===== src/rtl/fpu_div16.sv =====
// Iterative IEEE-754 binary16 divider (fpuIn1 / fpuIn2), radix-2 restoring,
// one quotient bit per cycle, fixed latency for every operand class.
module fpu_div16 #(
  parameter int QBITS = 14
) (
  input  logic        clock,
  input  logic        reset,
  input  logic        start,
  input  logic [15:0] fpuIn1,
  input  logic [15:0] fpuIn2,
  output logic [15:0] fpuOut,
  output logic        done,
  output logic [3:0]  condCodes,
  output logic [4:0]  opStatusFlags
);

  localparam int CW = $clog2(QBITS + 1);

  typedef enum logic [2:0] {
    S_IDLE,
    S_UNPACK,
    S_DIVIDE,
    S_NORM,
    S_ROUND,
    S_DONE
  } state_t;

  state_t             state_q, state_d;
  logic [CW-1:0]      cnt_q, cnt_d;
  logic [15:0]        a_q, a_d, b_q, b_d;
  logic               sign_q, sign_d;
  logic signed [6:0]  exp_q, exp_d;
  logic [10:0]        sig2_q, sig2_d;
  logic [12:0]        rem_q, rem_d;
  logic [QBITS-1:0]   quo_q, quo_d;
  logic               spec_q, spec_d;
  logic [15:0]        spec_res_q, spec_res_d;
  logic [4:0]         spec_flags_q, spec_flags_d;
  logic [15:0]        out_q, out_d;
  logic [4:0]         flags_q, flags_d;
  logic [3:0]         cc_q, cc_d;

  // Operand classification; subnormals count as zero (flush-to-zero).
  logic [4:0] e1, e2;
  logic [9:0] m1, m2;
  logic       zero1, zero2, inf1, inf2, nan1, nan2, snan1, snan2;

  assign e1    = a_q[14:10];
  assign m1    = a_q[9:0];
  assign e2    = b_q[14:10];
  assign m2    = b_q[9:0];
  assign zero1 = (e1 == 5'd0);
  assign zero2 = (e2 == 5'd0);
  assign inf1  = (e1 == 5'h1F) && (m1 == 10'd0);
  assign inf2  = (e2 == 5'h1F) && (m2 == 10'd0);
  assign nan1  = (e1 == 5'h1F) && (m1 != 10'd0);
  assign nan2  = (e2 == 5'h1F) && (m2 != 10'd0);
  assign snan1 = nan1 && !m1[9];
  assign snan2 = nan2 && !m2[9];

  logic [13:0] diff;
  logic        q_bit;
  logic [12:0] rem_sub;

  assign diff    = {1'b0, rem_q} - {3'b000, sig2_q};
  assign q_bit   = ~diff[13];
  assign rem_sub = q_bit ? diff[12:0] : rem_q;

  logic [9:0]        mant;
  logic              guard, sticky, round_up;
  logic [10:0]       mant_r;
  logic signed [6:0] exp_r;

  assign mant     = quo_q[QBITS-2 -: 10];
  assign guard    = quo_q[QBITS-12];
  assign sticky   = (|quo_q[QBITS-13:0]) | (rem_q != 13'd0);
  assign round_up = guard & (sticky | mant[0]);
  assign mant_r   = {1'b0, mant} + {10'd0, round_up};
  assign exp_r    = exp_q + $signed({6'd0, mant_r[10]});

  // Final packing of the rounded result, including overflow/underflow.
  logic [15:0] res;
  logic [4:0]  res_flags;
  logic        res_nan;

  always_comb begin
    res       = 16'h0000;
    res_flags = 5'b00000;
    if (spec_q) begin
      res       = spec_res_q;
      res_flags = spec_flags_q;
    end else if (exp_r >= 7'sd31) begin
      res       = {sign_q, 5'h1F, 10'd0};
      res_flags = 5'b00101;
    end else if (exp_r <= 7'sd0) begin
      res       = {sign_q, 15'd0};
      res_flags = 5'b00011;
    end else begin
      res       = {sign_q, exp_r[4:0], mant_r[9:0]};
      res_flags = {4'b0000, guard | sticky};
    end
  end

  assign res_nan = (res[14:10] == 5'h1F) && (res[9:0] != 10'd0);

  always_comb begin
    state_d      = state_q;
    cnt_d        = cnt_q;
    a_d          = a_q;
    b_d          = b_q;
    sign_d       = sign_q;
    exp_d        = exp_q;
    sig2_d       = sig2_q;
    rem_d        = rem_q;
    quo_d        = quo_q;
    spec_d       = spec_q;
    spec_res_d   = spec_res_q;
    spec_flags_d = spec_flags_q;
    out_d        = out_q;
    flags_d      = flags_q;
    cc_d         = cc_q;

    unique case (state_q)
      S_IDLE: begin
        if (start) begin
          a_d     = fpuIn1;
          b_d     = fpuIn2;
          state_d = S_UNPACK;
        end
      end

      S_UNPACK: begin
        sign_d       = a_q[15] ^ b_q[15];
        exp_d        = $signed({2'b00, e1}) - $signed({2'b00, e2}) + 7'sd15;
        rem_d        = {2'b00, 1'b1, m1};
        sig2_d       = {1'b1, m2};
        quo_d        = '0;
        cnt_d        = '0;
        spec_d       = 1'b1;
        spec_res_d   = 16'h7E00;
        spec_flags_d = 5'b00000;
        // Special operands still run the full divide so latency never varies.
        if (nan1 || nan2) begin
          spec_flags_d = {snan1 | snan2, 4'b0000};
        end else if ((zero1 && zero2) || (inf1 && inf2)) begin
          spec_flags_d = 5'b10000;
        end else if (inf1) begin
          spec_res_d = {a_q[15] ^ b_q[15], 5'h1F, 10'd0};
        end else if (zero2) begin
          spec_res_d   = {a_q[15] ^ b_q[15], 5'h1F, 10'd0};
          spec_flags_d = 5'b01000;
        end else if (inf2 || zero1) begin
          spec_res_d = {a_q[15] ^ b_q[15], 15'd0};
        end else begin
          spec_d = 1'b0;
        end
        state_d = S_DIVIDE;
      end

      S_DIVIDE: begin
        quo_d = {quo_q[QBITS-2:0], q_bit};
        rem_d = {rem_sub[11:0], 1'b0};
        cnt_d = cnt_q + 1'b1;
        if (cnt_q == CW'(QBITS - 1)) begin
          state_d = S_NORM;
        end
      end

      S_NORM: begin
        if (!quo_q[QBITS-1]) begin
          quo_d = {quo_q[QBITS-2:0], 1'b0};
          exp_d = exp_q - 7'sd1;
        end
        state_d = S_ROUND;
      end

      S_ROUND: begin
        out_d   = res;
        flags_d = res_flags;
        cc_d    = {res[14:0] == 15'd0, res[15] & ~res_nan, 1'b0, res_flags[2]};
        state_d = S_DONE;
      end

      S_DONE: begin
        state_d = S_IDLE;
      end

      default: begin
        state_d = S_IDLE;
      end
    endcase
  end

  always_ff @(posedge clock or negedge reset) begin
    if (!reset) begin
      state_q      <= S_IDLE;
      cnt_q        <= '0;
      a_q          <= 16'h0000;
      b_q          <= 16'h0000;
      sign_q       <= 1'b0;
      exp_q        <= 7'sd0;
      sig2_q       <= 11'd0;
      rem_q        <= 13'd0;
      quo_q        <= '0;
      spec_q       <= 1'b0;
      spec_res_q   <= 16'h0000;
      spec_flags_q <= 5'b00000;
      out_q        <= 16'h0000;
      flags_q      <= 5'b00000;
      cc_q         <= 4'b0000;
    end else begin
      state_q      <= state_d;
      cnt_q        <= cnt_d;
      a_q          <= a_d;
      b_q          <= b_d;
      sign_q       <= sign_d;
      exp_q        <= exp_d;
      sig2_q       <= sig2_d;
      rem_q        <= rem_d;
      quo_q        <= quo_d;
      spec_q       <= spec_d;
      spec_res_q   <= spec_res_d;
      spec_flags_q <= spec_flags_d;
      out_q        <= out_d;
      flags_q      <= flags_d;
      cc_q         <= cc_d;
    end
  end

  assign fpuOut        = out_q;
  assign done          = (state_q == S_DONE);
  assign condCodes     = cc_q;
  assign opStatusFlags = flags_q;

endmodule


===== config.mk =====
export PLATFORM = sky130hd
export DESIGN_NAME = fpu_div16
export DESIGN_NICKNAME = d
export VERILOG_FILES = /design/src/rtl/fpu_div16.sv
export SDC_FILE = /design/constraint.sdc
export NUM_CORES = 1
export LEC_CHECK = 0
export ABC_AREA = 0
export ABC_CLOCK_PERIOD_IN_PS = 3900
export CORE_MARGIN = 2
export CORE_UTILIZATION = 45
export DETAILED_ROUTE_END_ITERATION = 16
export PLACE_DENSITY_LB_ADDON = 0.15
export SLEW_MARGIN = 10
export SYNTH_ARGS = -nofsm -noshare
export SYNTH_HDL_FRONTEND = slang
export SYNTH_SLANG_ARGS = --single-unit
export TNS_END_PERCENT = 10

===== constraint.sdc =====
create_clock -name clock -period 3.9 [get_ports clock]
set_clock_uncertainty 0.15 [all_clocks]
set_input_delay 0.585 -clock clock [delete_from_list [all_inputs] [get_ports clock]]
set_output_delay 0.585 -clock clock [all_outputs]
set_load 0.01 [all_outputs]

==> impl_report.txt, run 1 <==
==== FLOW RESULTS ====
----------------------------------------------------
[Global routing]
  Global routing usage summed across all routing layers ........................ between 20% and 30%
  Number of global-route vias before repair ........................ 4709
  Overflow left after global routing ........................ 0
  Maximum number of pins on one net before global-route repair ........................ 65

[Die]
  Die Size ........................ roughly 15000 um2
  Floorplan row count ........................ 42
  Die X ........................ 120.9 um
  Core utilization at floorplan ........................ 46.22%
  Top-level I/O count ........................ 61
  Die extent in y ........................ 120.9 um

[CTS]
  Clock root cell ........................ clkbuf_16
  Post-cts hold buffer count ........................ 0
  Worst-path clk slew ........................ 0.05 ns
  Number of gates resized after CTS ........................ 0
  Number of buffers between clock root and the deepest sink ........................ 2
  Number of clock buffers inserted by TritonCTS ........................ 17
  H-tree lvl count ........................ 4
  TritonCTS Sinks ........................ 114

[STA]
  Endpoints failing hold ........................ 0
  Share of the clock period used by the worst path after layout ........................ 92.54%
  Period minus WS final ........................ 3.609 ns
  Relative max-transition margin ........................ a little under half
  Final Hold Slack ........................ between 0.06 and 0.07 ns
  Final setup vio count ........................ 0

[Run]
  Total number of warnings across the stage logs ........................ 27
  Max-capacitance violation count ........................ 0

[Finish]
  Non-filler instance count after layout ........................ 884
  Nets ........................ 757
  Most instantiated logic cell after routing ........................ dfrtp_1

[Yosys]
  Net count entering floorplan ........................ 701
  YS chip area ........................ 6145 um2
  Syn. warnings ........................ 0
  Post-synthesis compound-gate area fraction ........................ 13.28%
  Ys cells ........................ 641
  Mean instance size in the synthesized netlist ........................ 9.586 um2
  Unique cell type count in the Yosys netlist ........................ 66
  Register share after synthesis ........................ between 40% and 50%
  Dominant comb cell ........................ simple AND/OR/NAND/NOR gates
  Number of synthesized register bits ........................ 114
  Mux share of post-synthesis cell area ........................ 7.819%
  Yosys adder share ........................ 5.335%
  Yosys xor share ........................ 4.683%
  Most used flip-flop cell ........................ dfrtp_1
  Async set or reset register ratio after synthesis ........................ 100.0%

[Pwr]
  Power Dens Cells ........................ around 940 nW/um2
  Worst-case vdd ir drop ........................ 0.3888 mV
  Lkg Pwr ........................ approximately 3.3 nW
  Sum of internal, switching and leakage power ........................ around 0.007 W

[Worst setup path]
  Category of the most critical setup path ........................ register to register
  Sort of element at the end of the critical path ........................ register
  Critical-path maximum fanout ........................ 8
  Required time at the worst-slack endpoint ........................ 4.05 ns
  Worst endpoint data arrival time ........................ 3.76 ns

[Detailed routing]
  Starting DRC count in detailed routing ........................ 238
  DRC errors left ........................ 0

[Run status]
  Status ........................ finished clean

[Place]
  Buffers on Ports ........................ 59
  Last weighted congestion value of the routability-driven placer ........................ roughly 0.84

----------------------------------------------------
[run 1: layer usage]
metal	up-vias	routed length, um	track usage [%]	part of all wire (%)
li1	2365	-	-	-
met1	2287	6468	27.55	47
met2	114	6470	31.57	47
met3	24	562	4.746	4.1
met4	0	327	8.430	2.4
met5	-	0	0	0
[run 1: cell usage after synthesis (all sizes together) (12+ instances only)]
master	instances	area, um2
dfrtp	114	2853
nand2	106	400.4
o21ai	56	280.3
mux2	32	360.3
nand3	31	160.1
a21oi	28	143.9
inv	27	101.4
nor2	27	106.4
ha	23	287.8
clkbuf	19	71.32
xnor2	15	157.7
xor2	14	130.1
buf	13	81.33
mux2i	12	120.1
[run 1: worst max-delay path: stages, from the launching register on]
cell and delay, ns:
dfrtp_1 0.40, and2_1 0.16, ha_1 0.19, nand3_1 0.14, nor3_1 0.33, and3_1 0.25
ha_1 0.21, ha_1 0.32, or2_1 0.14, o21ai_0 0.09, a31oi_2 0.26, nor2_2 0.08
nor2_2 0.14, or4b_1 0.44, a22o_1 0.20
[run 1: logic make-up (layout without fill, tap and decap cells)]
logic type | after synthesis | after routing
muxes | 44 | 44
xor gates and xnor gates | 29 | 29
and+or+nand+nor | 233 | 233
adders and majority gates | 25 | 25
AOI/OAI and AO/OA | 136 | 136
other | 1 | 1
DFF | 114 | 114
buffers and inverters | 59 | 126
[run 1: state kept, by name, indices dropped and copies added (netlist names), 4 cells and up]
name           cells
a_q               16
b_q               16
fpuOut            16
quo_q             14
rem_q             13
sig2_q            11
exp_q              7
opStatusFlags      5
cnt_q              4
[run 1: layout make-up]
class | count | area [um2]
clock buffer | 26 | 519.2
fill | 1174 | 5777
tap | 176 | 220.2
timing repair buffer | 69 | 675.6
inverter | 27 | 101.3
sequential | 114 | 2853
clock inverter | 4 | 95.09
multi-input combinational | 468 | 3054
[run 1: final timing paths]
check / startpoint / to / cells past startpoint
setup reg to reg: quo_q[2] / opStatusFlags[0] / 14
setup / recovery: quo_q[2] / opStatusFlags[0] / 14
hold reg to reg: sig2_q[10] / sig2_q[10] / 2
min in group clock: sig2_q[10] / sig2_q[10] / 2
max in group asynchronous: reset / sig2_q[2] / 2
hold / removal: reset / fpuOut[15] / 1
[run 1: where the power goes]
group | total, W | switching (W) | internal [W]
combinational | 0.00329 | 0.00177 | 0.00152
clock | 0.00161 | 0.000513 | 0.00110
sequential | 0.00217 | 0.000495 | 0.00167
total | 0.00706 | 0.00278 | 0.00429
[run 1: through the flow]
stage / utilization (%) / setup slack [ns] / area [um2]
3_5_place_dp: 51.89 / 0.3591 / 6899
2_1_floorplan: - / 0.7467 / 6145
6_report: 56.55 / 0.2911 / 7518
5_1_grt: 56.55 / 0.02196 / 7518
3_3_place_gp: 51.89 / 0.4670 / 6899
4_1_cts: 56.51 / 0.3395 / 7513
==> run_1/sizes.png <==
Bar = 20 um.
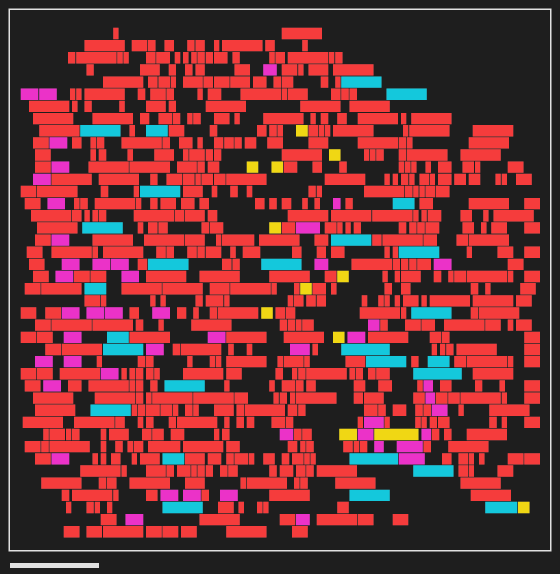
legend:
  magenta:
    size: _2 cells
    cells: 47
    share: 6.6%
    most_used: mux2_2
  red:
    size: _0 and _1 cells
    cells: 622
    share: 88%
    most_used: dfrtp_1
  cyan:
    size: _6 and larger
    cells: 27
    share: 3.8%
    most_used: clkbuf_16
  yellow:
    size: _3 and _4 cells
    cells: 12
    share: 1.7%
    most_used: buf_4
area grow syn2layout: 22.36%
worst setup slack after layout: 0.2911 ns
number of non-clock buffers: 69
post-route standard cell area excluding fillers: 7518 um2

==> run_1/layer_met2.png <==
Bar = 20 um. Cells faint in the background.
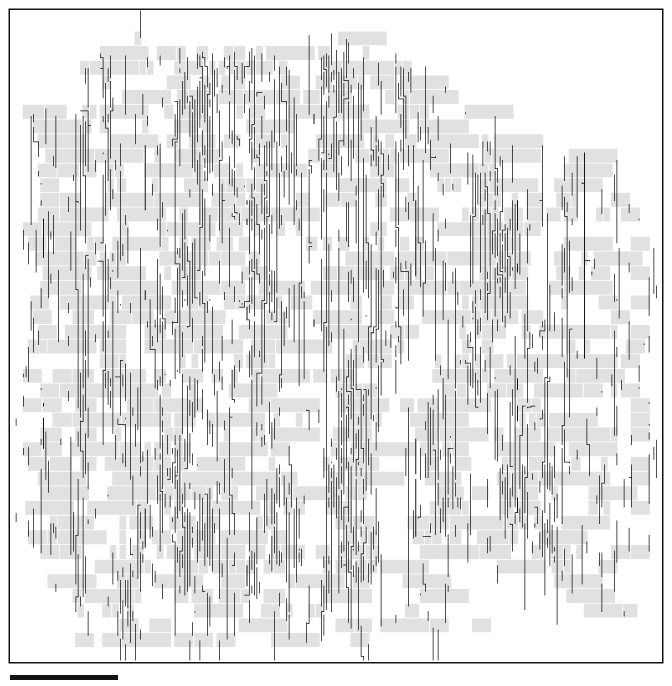
longest straight run: 52.4 um
nets with wire on the layer: 605
wire length on this layer: 6470 um
share of all routed wire: 47%
main direction: vertical
Total Wirelength: 13830 um
met2 track utilization from global routing: 31.57%
DR vias: 4790

==> run_1/congestion.png <==
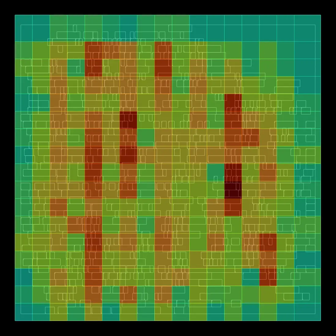
layer with the highest usage after global routing: met2
DR WL/cell: 15.64 um

==> run 1 -> run 2 <==
- CAP_MARGIN: not set -> 20
==> run_2/congestion.png <==
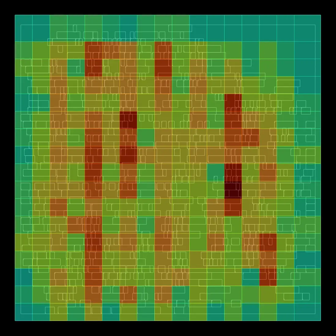
global routing usage summed across all routing layers: 20.39%
global routing usage on met1: 27.55%

==> run 2 against run 1 <==
Final area unchanged. Non-clock buffer count unchanged. Synthesized cell count unchanged. Largest power group unchanged. Via count unchanged.
==> impl_report.txt, run 2 <==
==== FLOW RESULTS ====
----------------------------------------------------
[Pwr]
  Sum of internal, switching and leakage power ........................ 0.007063 W
  Lkg Pwr ........................ 3.288 nW
  Power Dens Cells ........................ 939.5 nW/um2

[CTS]
  H-tree lvl count ........................ 4
  Worst-path clk slew ........................ 0.05 ns
  Clock root cell ........................ clkbuf_16
  Post-cts hold buffer count ........................ 0
  TritonCTS Sinks ........................ 114

[Worst setup path]
  Critical-path maximum fanout ........................ 8
  Sort of element at the end of the critical path ........................ register
  Category of the most critical setup path ........................ register to register

[Place]
  Setup slack after placement ........................ 0.3591 ns

[STA]
  Relative max-transition margin ........................ a little under half
  Endpoints failing hold ........................ 0
  Period minus WS final ........................ 3.609 ns
  Final Hold Slack ........................ 0.06002 ns

[Yosys]
  Top cells by instance count after synthesis ........................ 114 x dfrtp_1, 105 x nand2_1, 52 x o21ai_0, 30 x mux2_2, 30 x nand3_1
  Async set or reset register ratio after synthesis ........................ 100.0%
  Number of synthesized register bits ........................ 114
  Most used flip-flop cell ........................ dfrtp_1
  Most common cell in the netlist ........................ dfrtp_1
  Unique cell type count in the Yosys netlist ........................ about 66
  YS chip area ........................ 6145 um2
  Syn. warnings ........................ 0

[Global routing]
  Overflow left after global routing ........................ 0
  Number of global-route vias before repair ........................ 4709
  Maximum number of pins on one net before global-route repair ........................ 65

[Finish]
  Combinational Area ........................ 3054 um2
  Area occupied by registers ........................ about 2900 um2
  Most instantiated logic cell after routing ........................ dfrtp_1
  Total of fill cells in the finished design ........................ 1174
  Nets ........................ 757

[Detailed routing]
  Total Wirelength ........................ 13830 um
  DR WL/cell ........................ about 16 um

[Die]
  Top-level I/O count ........................ ~61
  Floorplan row count ........................ 42

[Run status]
  Status ........................ finished clean

----------------------------------------------------
## run 2: cell counts in the layout (fill, tap and decap cells not counted)
No cell type changed its count.
## run 2: final cells by class
| class | count | share of cell area, % |
|---|---|---|
| tap | 176 | 2.929 |
| multi-input combinational | 468 | 40.62 |
| inverter | 27 | 1.348 |
| sequential | 114 | 37.94 |
| timing repair buffer | 69 | 8.987 |
| clock buffer | 26 | 6.906 |
| clock inverter | 4 | 1.265 |
## run 2: power groups by stage
| stage | Clock (W) | Combinational [W] | Sequential (W) |
|---|---|---|---|
| CTS | 0.00164 | 0.00329 | 0.00217 |
| finish | 0.00161 | 0.00329 | 0.00217 |
| detailed placement | 0 | 0.00327 | 0.00218 |
| global placement | 0 | 0.00320 | 0.00216 |
| floorplan | 0 | 0.00252 | 0.00202 |
| global route | 0.00170 | 0.00370 | 0.00224 |
## run 2: through the flow
stage               utilization [%]  area, um2  cells
finish                        56.55       7518    884
floorplan                         -       6145    641
CTS                           56.51       7513    884
global route                  56.55       7518    884
global placement              51.89       6899    854
detailed placement            51.89       6899    854
## run 2: final timing paths
path / start / end / depth (start not counted)
max reg2reg: quo_q[2] / opStatusFlags[0] / 14
min: reset / fpuOut[15] / 1
min reg2reg: sig2_q[10] / sig2_q[10] / 2
max in group asynchronous: reset / sig2_q[2] / 2
min in group clock: sig2_q[10] / sig2_q[10] / 2
max: quo_q[2] / opStatusFlags[0] / 14
## run 2: worst max-delay path, cell delays in order, from the launching register on
cell and delay, ns:
dfrtp_1 0.40, and2_1 0.16, ha_1 0.19, nand3_1 0.14, nor3_1 0.33, and3_1 0.25
ha_1 0.21, ha_1 0.32, or2_1 0.14, o21ai_0 0.09, a31oi_2 0.26, nor2_2 0.08
nor2_2 0.14, or4b_1 0.44, a22o_1 0.20
## run 2: layer usage
layer | up-vias | global-route usage [%] | part of all wire [%]
li1 | 2365 | - | -
met1 | 2287 | 27.55 | 47
met3 | 24 | 4.746 | 4.1
met4 | 0 | 8.430 | 2.4
met2 | 114 | 31.57 | 47
met5 | - | 0 | 0
## run 2: kinds of logic (layout without fill, tap and decap cells)
logic type | after synthesis | in the layout | share of synthesized area [%]
muxes | 44 | 44 | 7.819
buffers and inverters | 59 | 126 | 4.134
DFF | 114 | 114 | 46.43
AOI/OAI and AO/OA | 136 | 136 | 13.28
other | 1 | 1 | 0.06103
and+or+nand+nor | 233 | 233 | 18.27
xor gates and xnor gates | 29 | 29 | 4.684
adders and majority gates | 25 | 25 | 5.335
Power figures rest on the tool's default switching activity, not on a simulated workload.
